File: config.mk
export PLATFORM = sky130hd
export DESIGN_NAME = stp16_receiver
export DESIGN_NICKNAME = d
export VERILOG_FILES = /design/src/rtl/stp16_pkg.sv /design/src/rtl/pin_synchronizer.sv /design/src/rtl/stp16_receiver.sv
export SDC_FILE = /design/constraint.sdc
export NUM_CORES = 1
export LEC_CHECK = 0
export CORE_MARGIN = 2
export CORE_UTILIZATION = 40
export DETAILED_ROUTE_END_ITERATION = 16
export SETUP_SLACK_MARGIN = 0.2
export SYNTH_ARGS = -nofsm -noshare
export SYNTH_HDL_FRONTEND = slang
export SYNTH_SLANG_ARGS = --single-unit
File: constraint.sdc
create_clock -name clk -period 6.75 [get_ports clk]
set_input_delay 1.0125 -clock clk [delete_from_list [all_inputs] [get_ports clk]]
set_output_delay 1.0125 -clock clk [all_outputs]
set_load 0.01 [all_outputs]
File: src/rtl/stp16_pkg.sv
// stp16_pkg: shared defaults and the frame-assembly state type for the STP16 pin-bus receiver.
package stp16_pkg;

   localparam int STP16_DEFAULT_WIDTH   = 64;
   localparam int STP16_MIN_SYNC_STAGES = 2;

   typedef enum logic [1:0] {
      EMPTY,
      SHIFTING,
      FULL,
      OVERLONG
   } stp16_state_e;

endpackage

File: src/rtl/pin_synchronizer.sv
// pin_synchronizer: multi-flop synchronizer for one STP16 pin, async active-low reset to 0.
// With STP16_RECEIVER_GLITCH_FILTER_EN defined, a 2-sample agreement filter follows the chain.
module pin_synchronizer
   import stp16_pkg::*;
#(
   parameter int stages = STP16_MIN_SYNC_STAGES
) (
   input  logic clk,
   input  logic reset,
   input  logic pin_i,
   output logic level_o
);

   logic [stages-1:0] chain_q;

   always_ff @(posedge clk or negedge reset) begin
      if (!reset) begin
         chain_q <= '0;
      end else begin
         chain_q <= {chain_q[stages-2:0], pin_i};
      end
   end

`ifdef STP16_RECEIVER_GLITCH_FILTER_EN
   logic prev_q;
   logic filt_q;
   logic filt_d;

   // The level only moves once the newest synchronized sample matches the one before it.
   always_comb begin
      filt_d = filt_q;
      if (chain_q[stages-1] == prev_q) begin
         filt_d = prev_q;
      end
   end

   always_ff @(posedge clk or negedge reset) begin
      if (!reset) begin
         prev_q <= 1'b0;
         filt_q <= 1'b0;
      end else begin
         prev_q <= chain_q[stages-1];
         filt_q <= filt_d;
      end
   end

   assign level_o = filt_d;
`else
   assign level_o = chain_q[stages-1];
`endif

endmodule

File: src/rtl/stp16_receiver.sv
// stp16_receiver: deserializes the STP16 LED-driver pin bus into width-bit frames on a valid/ready port.
// Optional STP16_RECEIVER_GLITCH_FILTER_EN enables the per-pin glitch filter inside pin_synchronizer.
module stp16_receiver
   import stp16_pkg::*;
#(
   parameter int width       = STP16_DEFAULT_WIDTH,
   parameter int sync_stages = STP16_MIN_SYNC_STAGES
) (
   input  logic             clk,
   input  logic             reset,
   input  logic             stp16_clk,
   input  logic             stp16_sdi,
   input  logic             stp16_le,
   input  logic             stp16_noe,
   output logic             o_valid,
   input  logic             o_ready,
   output logic [width-1:0] o_data,
   output logic             o_enable,
   output logic             o_frame_error,
   output logic             o_overrun
);

   localparam int STAGES = (sync_stages < STP16_MIN_SYNC_STAGES) ? STP16_MIN_SYNC_STAGES : sync_stages;
   localparam int CNT_W  = $clog2(width + 2);
   localparam logic [CNT_W-1:0] CNT_FULL = CNT_W'(width);
   localparam logic [CNT_W-1:0] CNT_MAX  = CNT_W'(width + 1);

   logic clkSync;
   logic sdiSync;
   logic leSync;
   logic noeSync;

   pin_synchronizer #(.stages(STAGES)) uClkSync (.clk(clk), .reset(reset), .pin_i(stp16_clk), .level_o(clkSync));
   pin_synchronizer #(.stages(STAGES)) uSdiSync (.clk(clk), .reset(reset), .pin_i(stp16_sdi), .level_o(sdiSync));
   pin_synchronizer #(.stages(STAGES)) uLeSync  (.clk(clk), .reset(reset), .pin_i(stp16_le),  .level_o(leSync));
   pin_synchronizer #(.stages(STAGES)) uNoeSync (.clk(clk), .reset(reset), .pin_i(stp16_noe), .level_o(noeSync));

   logic clkHist_q;
   logic sdiHist_q;
   logic leHist_q;
   logic shiftPulse_q;
   logic latchPulse_q;

   // Edge pulses are registered; sdi is taken from its history flop so it lines up with the shift pulse.
   always_ff @(posedge clk or negedge reset) begin
      if (!reset) begin
         clkHist_q    <= 1'b0;
         sdiHist_q    <= 1'b0;
         leHist_q     <= 1'b0;
         shiftPulse_q <= 1'b0;
         latchPulse_q <= 1'b0;
      end else begin
         clkHist_q    <= clkSync;
         sdiHist_q    <= sdiSync;
         leHist_q     <= leSync;
         shiftPulse_q <= clkSync & ~clkHist_q;
         latchPulse_q <= leSync & ~leHist_q;
      end
   end

   logic [width-1:0] shiftReg_q;
   logic [width-1:0] shiftReg_d;
   logic [CNT_W-1:0] bitCnt_q;
   logic [CNT_W-1:0] bitCnt_d;
   stp16_state_e     state_q;
   stp16_state_e     state_d;

   // Post-shift view: a latch in the same cycle as a shift judges the frame after that shift.
   always_comb begin
      shiftReg_d = shiftReg_q;
      bitCnt_d   = bitCnt_q;
      state_d    = state_q;
      if (shiftPulse_q) begin
         shiftReg_d = {shiftReg_q[width-2:0], sdiHist_q};
         if (bitCnt_q != CNT_MAX) begin
            bitCnt_d = bitCnt_q + 1'b1;
         end
         case (state_q)
            EMPTY, SHIFTING: state_d = (bitCnt_d == CNT_FULL) ? FULL : SHIFTING;
            default:         state_d = OVERLONG;
         endcase
      end
   end

   always_ff @(posedge clk or negedge reset) begin
      if (!reset) begin
         state_q       <= EMPTY;
         shiftReg_q    <= '0;
         bitCnt_q      <= '0;
         o_valid       <= 1'b0;
         o_data        <= '0;
         o_enable      <= 1'b0;
         o_frame_error <= 1'b0;
         o_overrun     <= 1'b0;
      end else begin
         o_frame_error <= 1'b0;
         o_overrun     <= 1'b0;
         o_enable      <= ~noeSync;
         shiftReg_q    <= shiftReg_d;
         if (o_valid && o_ready) begin
            o_valid <= 1'b0;
         end
         if (latchPulse_q) begin
            state_q  <= EMPTY;
            bitCnt_q <= '0;
            if (state_d == FULL) begin
               o_data    <= shiftReg_d;
               o_valid   <= 1'b1;
               o_overrun <= o_valid & ~o_ready;
            end else begin
               o_frame_error <= 1'b1;
            end
         end else begin
            state_q  <= state_d;
            bitCnt_q <= bitCnt_d;
         end
      end
   end

endmodule

==> qor.yml, run 1 <==
clkLatencyLatePin_ns: 0.41
post-route-min-period_ns: 2.738
seq_cell_count: 154
bufAreaShareNonClock_pct: 10.30
final_core_util_pct: 51.24
synth-edff-count: 0
combPwrFrac_pct: 4.2
top_cell: "dfrtp_1"
m1WireLength_um: 4386
postSynthSeqShare_pct: 65.20
p_int_w: 0.001617
hold_depth: 0
cp.depth: 5
met1_usage_pct: 17.26
common_cells: "154 x dfrtp_1, 64 x mux2_1, 38 x mux2_4"
worstPathArrival_ns: 3.03
clkSinkCount: 154
clk_pin_slew_ns: 0.06
die_area_mm2: 0.01577
synth_flops: 154
cts_tree: "yes"
topCombFamilyByArea: "multiplexers"
rrSetupSlack_ns: 4.01
compound_area_share_pct: 1.355
ys_chip_area_mm2: 0.005911
holdPathEnd: "uClkSync.chain_q[1]$_DFF_PN0_"
power_w: 0.002035
std_cell_rows: 44
end_kind: "flop"
sh_comb_area_pct: 26.37
fin_nets: 446
n_all_buffers: 77
viasPerCell: 4.699
xor_share_pct: 1.037
busiest_layer: "met2"
path_cells: "nor2_1 > and3_1 > a41oi_4 > buf_4 > mux2_1"
postCtsSetupBuffers: 0
wl_met3_um: 298
hold_viol: 0
r2r-end: "o_data[11]$_DFFE_PN0P_"
grt.overflow.total: 0
clk_share_pct: 8.027
gr-usage-met3_pct: 4.579
fp_util_pct: 40.82
slew_violations: 0
grt_pass1_vias: 3110
most-common-layout-cells: "153 x dfrtp_1, 73 x clkdlybuf4s50_1, 64 x mux2_1, 38 x mux2_4, 26 x mux2_2"
instances_no_fill: 632
drive_gt1_share_pct: 22.54
switching_share_pct: 20.53
pg_seq_w: 0.00101
gr-usage-met2_pct: 18.86
top_layer: "met4"
yosys.cell_types.count: 28
synth_nets: 367
num-nonclk-inverters: 4
maxCapViolations: 0
outcome: "finished, final reports clean"
crit_type: "reg -> reg"
cts_buffer_depth: 2
setup_viol: 0
fin_crit_sh_pct: 40.56
dr.pass1.iters: 4
gp_congestion: 0.7203
slew_headroom_pct: 38.62
top_area_cell_class: "sequential cells"
first_iter_violations: 171
crit_slowest_cell: "dfrtp_4"
antenna_found_initial: 0
synthFlopType: "dfrtp_1"
place_hpwl_um: 5784
clock_buffers: 23
dp.cells: 601
cp-endpoint: "o_data[11]$_DFFE_PN0P_"
min_path_type: "reg -> reg"
p_leak_nw: 3.718
yosys.area.top_type: "dfrtp_1"
final.setup.tns_ns: 0
grt_max_degree: 92
ys_cells: 357
r2r-start: "shiftPulse_q$_DFF_PN0_"
area_leaders: "dfrtp_1 65%, mux2_1 12%, mux2_4 9.7%, mux2_2 5.0%, xor2_1 1.0%"
wl_per_cell_um: 14.75
netlist_instances: 357
mux_share_pct: 26.97
cpPeakStageDelay_ns: 1.02
nMultiInputCombCells: 182
n_antenna_cell: 0
fmax_mhz: 365.2
p_clk_w: 0.000945
n_tap_cell: 184
cts_hold_buf: 0
fin_worst_skew_ns: 0.009461
core_mm2: 0.01448
wl_um: 9321
cp-start-kind: "flop"
layout.cells.most_common: "dfrtp_1"
[run 1: sequential cells by signal, summed over array words and instances, names as in the netlist, 2 cells and up]
name              cells
uClkSync.chain_q      2
o_data               64
bitCnt_q              7
shiftReg_q           64
uSdiSync.chain_q      2
uNoeSync.chain_q      2
state_q               2
uLeSync.chain_q       2
[run 1: through the flow]
step	worst slack, ns	hold WS, ns	instance area [µm²]
CTS	3.993	0.3509	7420
floorplan	4.529	0.3312	5911
global route	3.828	0.3535	7420
detailed placement	3.998	0.3379	6824
finish	4.012	0.3489	7420
global placement	4.048	0.3312	6824
[run 1: worst register-to-register path, cell delays in order (launching register included)]
cell,delay (ns)
dfrtp_4,1.02
nor2_1,0.21
and3_1,0.26
a41oi_4,0.17
buf_4,0.53
mux2_1,0.42
### I/O pins on the die edge, run 1

Scale: 2 px per µm. Pins as bars across the die edge, other pins in gray.
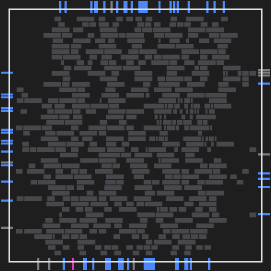
[blue] o_data | pins: 64 | direction: output | edge: 23 bottom, 23 top, 13 left, 5 right
[magenta] o_enable | pins: 1 | direction: output | edge: bottom
I/O Buffers: 74
Die Height: 125.6 µm
Die Wd: 125.6 µm

### Sequential cells colored by netlist name, run 1

Scale: 2 px per µm.
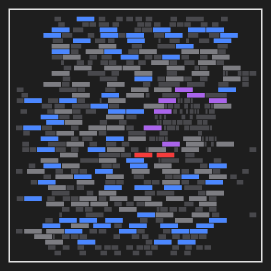
[red] uLeSync.chain_q | placed flops: 2
[blue] o_data | placed flops: 64 | where: widely spread
[purple] bitCnt_q | placed flops: 7
not colored: 81

### Wires at chosen ports, followed through buffers, run 1

Scale: 3 px per µm.
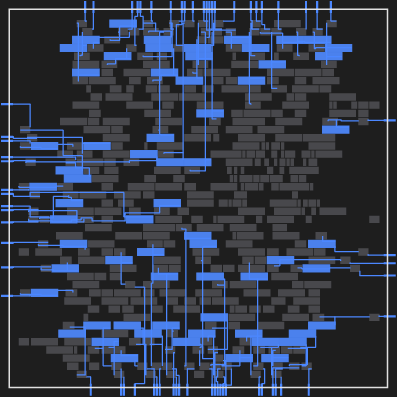
[blue] o_data | direction: output | end cells: 64 | buffers: 64 | wire: 2080 µm
number of I/O pins: 75

==> run 2: changes to the inputs <==
==> constraint.sdc (replaced) <==
create_clock -name clk -period 2.25 [get_ports clk]
set_input_delay 0.3375 -clock clk [delete_from_list [all_inputs] [get_ports clk]]
set_output_delay 0.3375 -clock clk [all_outputs]
set_load 0.01 [all_outputs]
### Sequential cells colored by netlist name, run 2

Scale: 2 px per µm.
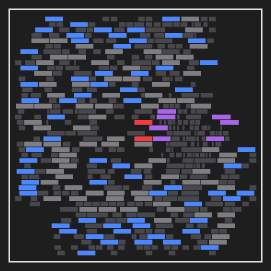
Reg area: 0.003864 mm²
sequential cell area share: 48.14%
Final Util: 55.43%
sequential group power: 0.00300 W

==> qor.yml, run 2 <==
outcome: "finished, final reports clean"
fin_area_mm2: 0.008025  # +8.2%
core_mm2: 0.01448  # unchanged
dieHeight_um: 125.6  # unchanged
dr.pass1.iters: 4  # unchanged
bufAreaShareNonClock_pct: 14.94  # +4.6 points
p_clk_w: 0.00287  # +200%
dp.cells: 614  # +2.2%
switching_share_pct: 21.29  # +0.77 points
synth-edff-count: 0  # unchanged
rrSetupSlack_ns: 0.05  # -3.96 ns
placed_cell_area_mm2: 0.006989  # +2.4%
maxCapViolations: 0  # unchanged
clkLatencyLatePin_ns: 0.42  # about the same
yosys.area.top_type: "dfrtp_1"
r2r-start: "bitCnt_q[1]$_DFFE_PN0P_"
top_cell: "dfrtp_1"
r2r-end: "o_data[47]$_DFFE_PN0P_"
p_leak_nw: 4.015  # +8.0%
min_path_type: "reg -> reg"
place_hpwl_um: 6569  # +14%
p_int_w: 0.004898  # +200%
first_iter_violations: 135  # -21%
n_tap_cell: 184  # unchanged
yosys.cell_types.count: 28  # unchanged
fin_crit_sh_pct: 97.75  # +57 points
cp.depth: 8  # +3
most-common-layout-cells: "148 x dfrtp_1, 73 x clkdlybuf4s50_1, 62 x mux2_4, 40 x mux2_1, 26 x mux2_2"
holdPathEnd: "uClkSync.chain_q[1]$_DFF_PN0_"
n_antenna_cell: 0  # unchanged
sh_comb_area_pct: 26.44  # +0.068 points
fin_worst_skew_ns: 0.008536  # -0.0009243 ns
num-nonclk-inverters: 4  # unchanged
port_buffers: 74  # unchanged
fin_nets: 476  # +6.7%
worstPathArrival_ns: 2.50  # -0.53 ns
crit_slowest_cell: "dfrtp_2"
n_all_buffers: 107  # +39%
gr-usage-met2_pct: 22.51  # +3.7 points
synth_flops: 154  # unchanged
postSynthSeqShare_pct: 65.20  # unchanged
cts_buffer_depth: 2  # unchanged
top_layer: "met4"
instances_no_fill: 662  # +4.7%
clk_pin_slew_ns: 0.06  # about the same
nMultiInputCombCells: 182  # unchanged
fp_util_pct: 40.82  # unchanged
combPwrFrac_pct: 5.7  # +1.5 points
seq_cell_count: 154  # unchanged
ys_chip_area_mm2: 0.005911  # unchanged
layout.cells.most_common: "dfrtp_1"
grt.overflow.total: 0  # unchanged
crit_type: "reg -> reg"
gp_congestion: 0.8075  # +12%
gr-usage-met3_pct: 4.664  # +0.086 points
dp_slack_ns: -0.04204  # -4.040 ns
common_cells: "154 x dfrtp_1, 64 x mux2_1, 38 x mux2_4"
slew_violations: 0  # unchanged
synth_nets: 367  # unchanged
std_cell_rows: 44  # unchanged
area_leaders: "dfrtp_1 65%, mux2_1 12%, mux2_4 9.7%, mux2_2 5.0%, xor2_1 1.0%"
wl_um: 11140  # +20%
drive_gt1_share_pct: 35.15  # +13 points
busiest_layer: "met2"
m1WireLength_um: 5104  # +16%
cpPeakStageDelay_ns: 0.45  # -0.57 ns
cts_tree: "yes"
hold_viol: 0  # unchanged
clock_buffers: 23  # unchanged
timing.final.ws_setup_ns: 0.05054  # -3.961 ns
post-route-min-period_ns: 2.199  # -0.5386 ns
io_pins: 75  # unchanged
wl_per_cell_um: 16.83  # +14%
fmax_mhz: 454.7  # +24%
cp-endpoint: "o_data[47]$_DFFE_PN0P_"
cp-start-kind: "flop"
wl_met3_um: 381  # +28%
top_area_cell_class: "sequential cells"
reg_top3: "o_data x64, shiftReg_q x64, bitCnt_q x7"
clk_share_pct: 7.421  # -0.61 points
antenna_found_initial: 0  # unchanged
end_kind: "flop"
viasPerCell: 4.861  # +3.4%
==> run 2: what timing repair did <==
action,4_1_cts,5_1_grt
endpoints found under the setup margin,64,64
hold buffers,1,0
setup buffers,9,0
resized,22,26
gates cloned,4,3
pin swaps,3,0
hold endpoints to repair,54,0
==> run 2: per-stage QoR <==
stage                     hold WS [ns]  TNS (ns)
after floorplan                0.04191         0
after global placement          0.3332         0
after detailed placement        0.3355   -0.5502
after CTS                       0.3367         0
after global routing            0.3520   -0.8124
final                           0.3460         0
==> run 2: kinds of logic after synthesis <==
logic type	synth area share, %
buffers and inverters	2.011
multiplexers	26.97
adder cells (fa/ha/maj)	0.6351
flip-flops	65.20
XOR/XNOR	1.037
AND-OR/OR-AND	1.355
AND/OR/NAND/NOR	2.794
==> run 3: changes to the inputs <==
--- a/config.mk
+++ b/config.mk
@@ -6,8 +6,9 @@
 export NUM_CORES = 1
 export LEC_CHECK = 0
 export CORE_MARGIN = 2
-export CORE_UTILIZATION = 40
+export CORE_UTILIZATION = 49
 export DETAILED_ROUTE_END_ITERATION = 16
+export PLACE_DENSITY = 0.75
 export SETUP_SLACK_MARGIN = 0.2
 export SYNTH_ARGS = -nofsm -noshare
 export SYNTH_HDL_FRONTEND = slang
### Wires at chosen ports, followed through buffers, run 3

Scale: 3 px per µm.
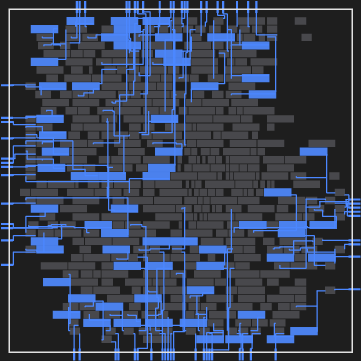
[blue] o_data | direction: output | end cells: 64 | buffers: 64 | wire: 2340 µm

==> qor.yml, run 3 <==
outcome: "finished, violations left"
failed_checks: "setup timing"
ant_nets: 0
cts_tree: "yes"
fin_nets: 475  # -0.21%
clk_pin_slew_ns: 0.06  # about the same
n_tap_cell: 147  # -20%
critPathTopFamily: "AND-OR/OR-AND gates"
crit_start: "bitCnt_q[0]$_DFFE_PN0P_"
maxCapViolations: 0  # unchanged
synth_flops: 154  # unchanged
first_iter_violations: 134  # -0.74%
grt.overflow.total: 0  # unchanged
clock_buffers: 20  # -13%
min_path_type: "reg -> reg"
synthFlopType: "dfrtp_1"
rrSetupSlack_ns: -0.08  # -0.13 ns
wl_um: 12140  # +8.9%
max_slew.worst_pin.slew_ns: 0.7032
r2r-end: "o_data[39]$_DFFE_PN0P_"
clkSinkCount: 154
yosys.area.top_type: "dfrtp_1"
crit_fanout: 6
drc_errors: 0
top_cell: "dfrtp_1"
cp-endpoint: "o_data[39]$_DFFE_PN0P_"
sh_comb_area_pct: 26.49  # +0.050 points
seq_cell_count: 154  # unchanged
r2r-start: "bitCnt_q[0]$_DFFE_PN0P_"
top_area_cell_class: "sequential cells"
synth_area_mm2: 0.005911
antenna_found_initial: 0  # unchanged
wl_per_cell_um: 19.42  # +15%
flop_area_mm2: 0.003861  # about the same
xor_share_pct: 1.037  # unchanged
cts_buffer_depth: 2  # unchanged
die_area_mm2: 0.01296
std_cell_rows: 40  # -9.1%
viasPerCell: 5.238  # +7.8%
compound_area_share_pct: 1.355  # unchanged
dr.pass1.iters: 5  # +1
area_leaders: "dfrtp_1 65%, mux2_1 12%, mux2_4 9.7%, mux2_2 5.0%, xor2_1 1.0%"
sh_seq_area_pct: 47.98  # -0.17 points
gp_congestion: 0.7354  # -8.9%
dp_slack_ns: 0.01282  # +0.05485 ns
post-route-min-period_ns: 2.327  # +0.1277 ns
mux_share_pct: 26.97  # unchanged
cts.htree.levels: 4
cts_hold_buf: 1  # unchanged
crit_type: "reg -> reg"
slew_violations: 0  # unchanged
synth.cellmix.simpleShare_pct: 2.794  # unchanged
vdd_drop_max_mv: 0.4800
crit_slowest_cell: "dfrtp_2"
warnings: 31
postSynthSeqShare_pct: 65.20  # unchanged
dieHeight_um: 113.8  # -9.3%
final_core_util_pct: 67.56  # +12 points
port_buffers: 74  # unchanged
reg_top3: "o_data x64, shiftReg_q x64, bitCnt_q x7"
fin_crit_sh_pct: 103.4  # +5.7 points
hold_depth: 0
timing.final.ws_setup_ns: -0.07716  # -0.1277 ns
clk_share_pct: 7.711  # +0.29 points
core_mm2: 0.01191  # -18%
drive_gt1_share_pct: 35.77  # +0.63 points
holdPathEnd: "uClkSync.chain_q[1]$_DFF_PN0_"
slew_headroom_pct: 53.12
fin_worst_skew_ns: 0.005838  # -0.002699 ns
bufAreaShareNonClock_pct: 15.35  # +0.41 points
synth-edff-count: 0  # unchanged
num-nonclk-inverters: 4  # unchanged
p_leak_nw: 4.029  # +0.33%
p_per_area_mw_per_mm2: 785.4
place_hpwl_um: 6180  # -5.9%
fp_util_pct: 49.62  # +8.8 points
layout.cells.most_common: "dfrtp_1"
grt_pass1_vias: 3537
hold_viol: 0  # unchanged
ys_chip_area_mm2: 0.005911  # unchanged
cp-start-kind: "flop"
clkLatencyLatePin_ns: 0.41  # about the same
fmax_mhz: 429.7  # -5.5%
cp.depth: 7  # -1
most-common-layout-cells: "150 x dfrtp_1, 73 x clkdlybuf4s50_1, 64 x mux2_4, 38 x mux2_1, 26 x mux2_2"
n_all_buffers: 106  # -0.93%
cpPeakStageDelay_ns: 0.46  # about the same
end_kind: "flop"
setup_viol: 64
topCombFamilyByArea: "multiplexers"
ff2ff_path_depth: 7
path_cells: "ha_4 > xor2_2 > a2111oi_4 > a41oi_4 > buf_6 > clkbuf_16 > mux2_4"
worstPathArrival_ns: 2.62  # +0.12 ns
synth_nets: 367  # unchanged
cts_resized: 35  # +59%
ys_sh_adder_pct: 0.6351  # unchanged
io_pins: 75  # unchanged
yosys.cell_types.count: 28  # unchanged
postCtsSetupBuffers: 11  # +2
common_cells: "154 x dfrtp_1, 64 x mux2_1, 38 x mux2_4"
nMultiInputCombCells: 182  # unchanged
min_from: "uClkSync.chain_q[0]$_DFF_PN0_"
routed-via-count: 3274
n_antenna_cell: 0  # unchanged
## run 3: routing by layer
metal  global-route usage, %  up-vias  part of all wire (%)
li1                        -     1465                     -
met1                   26.36     1730                    44
met2                   30.50       70                    52
met3                   4.676        9                   2.4
met4                   6.341        0                   1.0
met5                       0        -                     0
## run 3: per-stage QoR
step	std cells	setup TNS [ns]	cell area, µm²	power (W)	hold slack [ns]
2_1_floorplan	357	0	5963	0.003209	0.04191
3_3_place_gp	568	0	6888	0.003328	0.3137
3_5_place_dp	568	0	6888	0.003353	0.3260
4_1_cts	620	0	7926	0.006332	0.3473
5_1_grt	625	-6.313	8048	0.006553	0.3556
6_report	625	-2.932	8048	0.006321	0.3466
## run 3: where the power goes
part           internal (W)  switching [W]
clock network       0.00182        0.00113
registers           0.00292      0.0000879
logic              0.000166       0.000200
total               0.00490        0.00142
Power figures rest on the tool's default switching activity, not on a simulated workload.
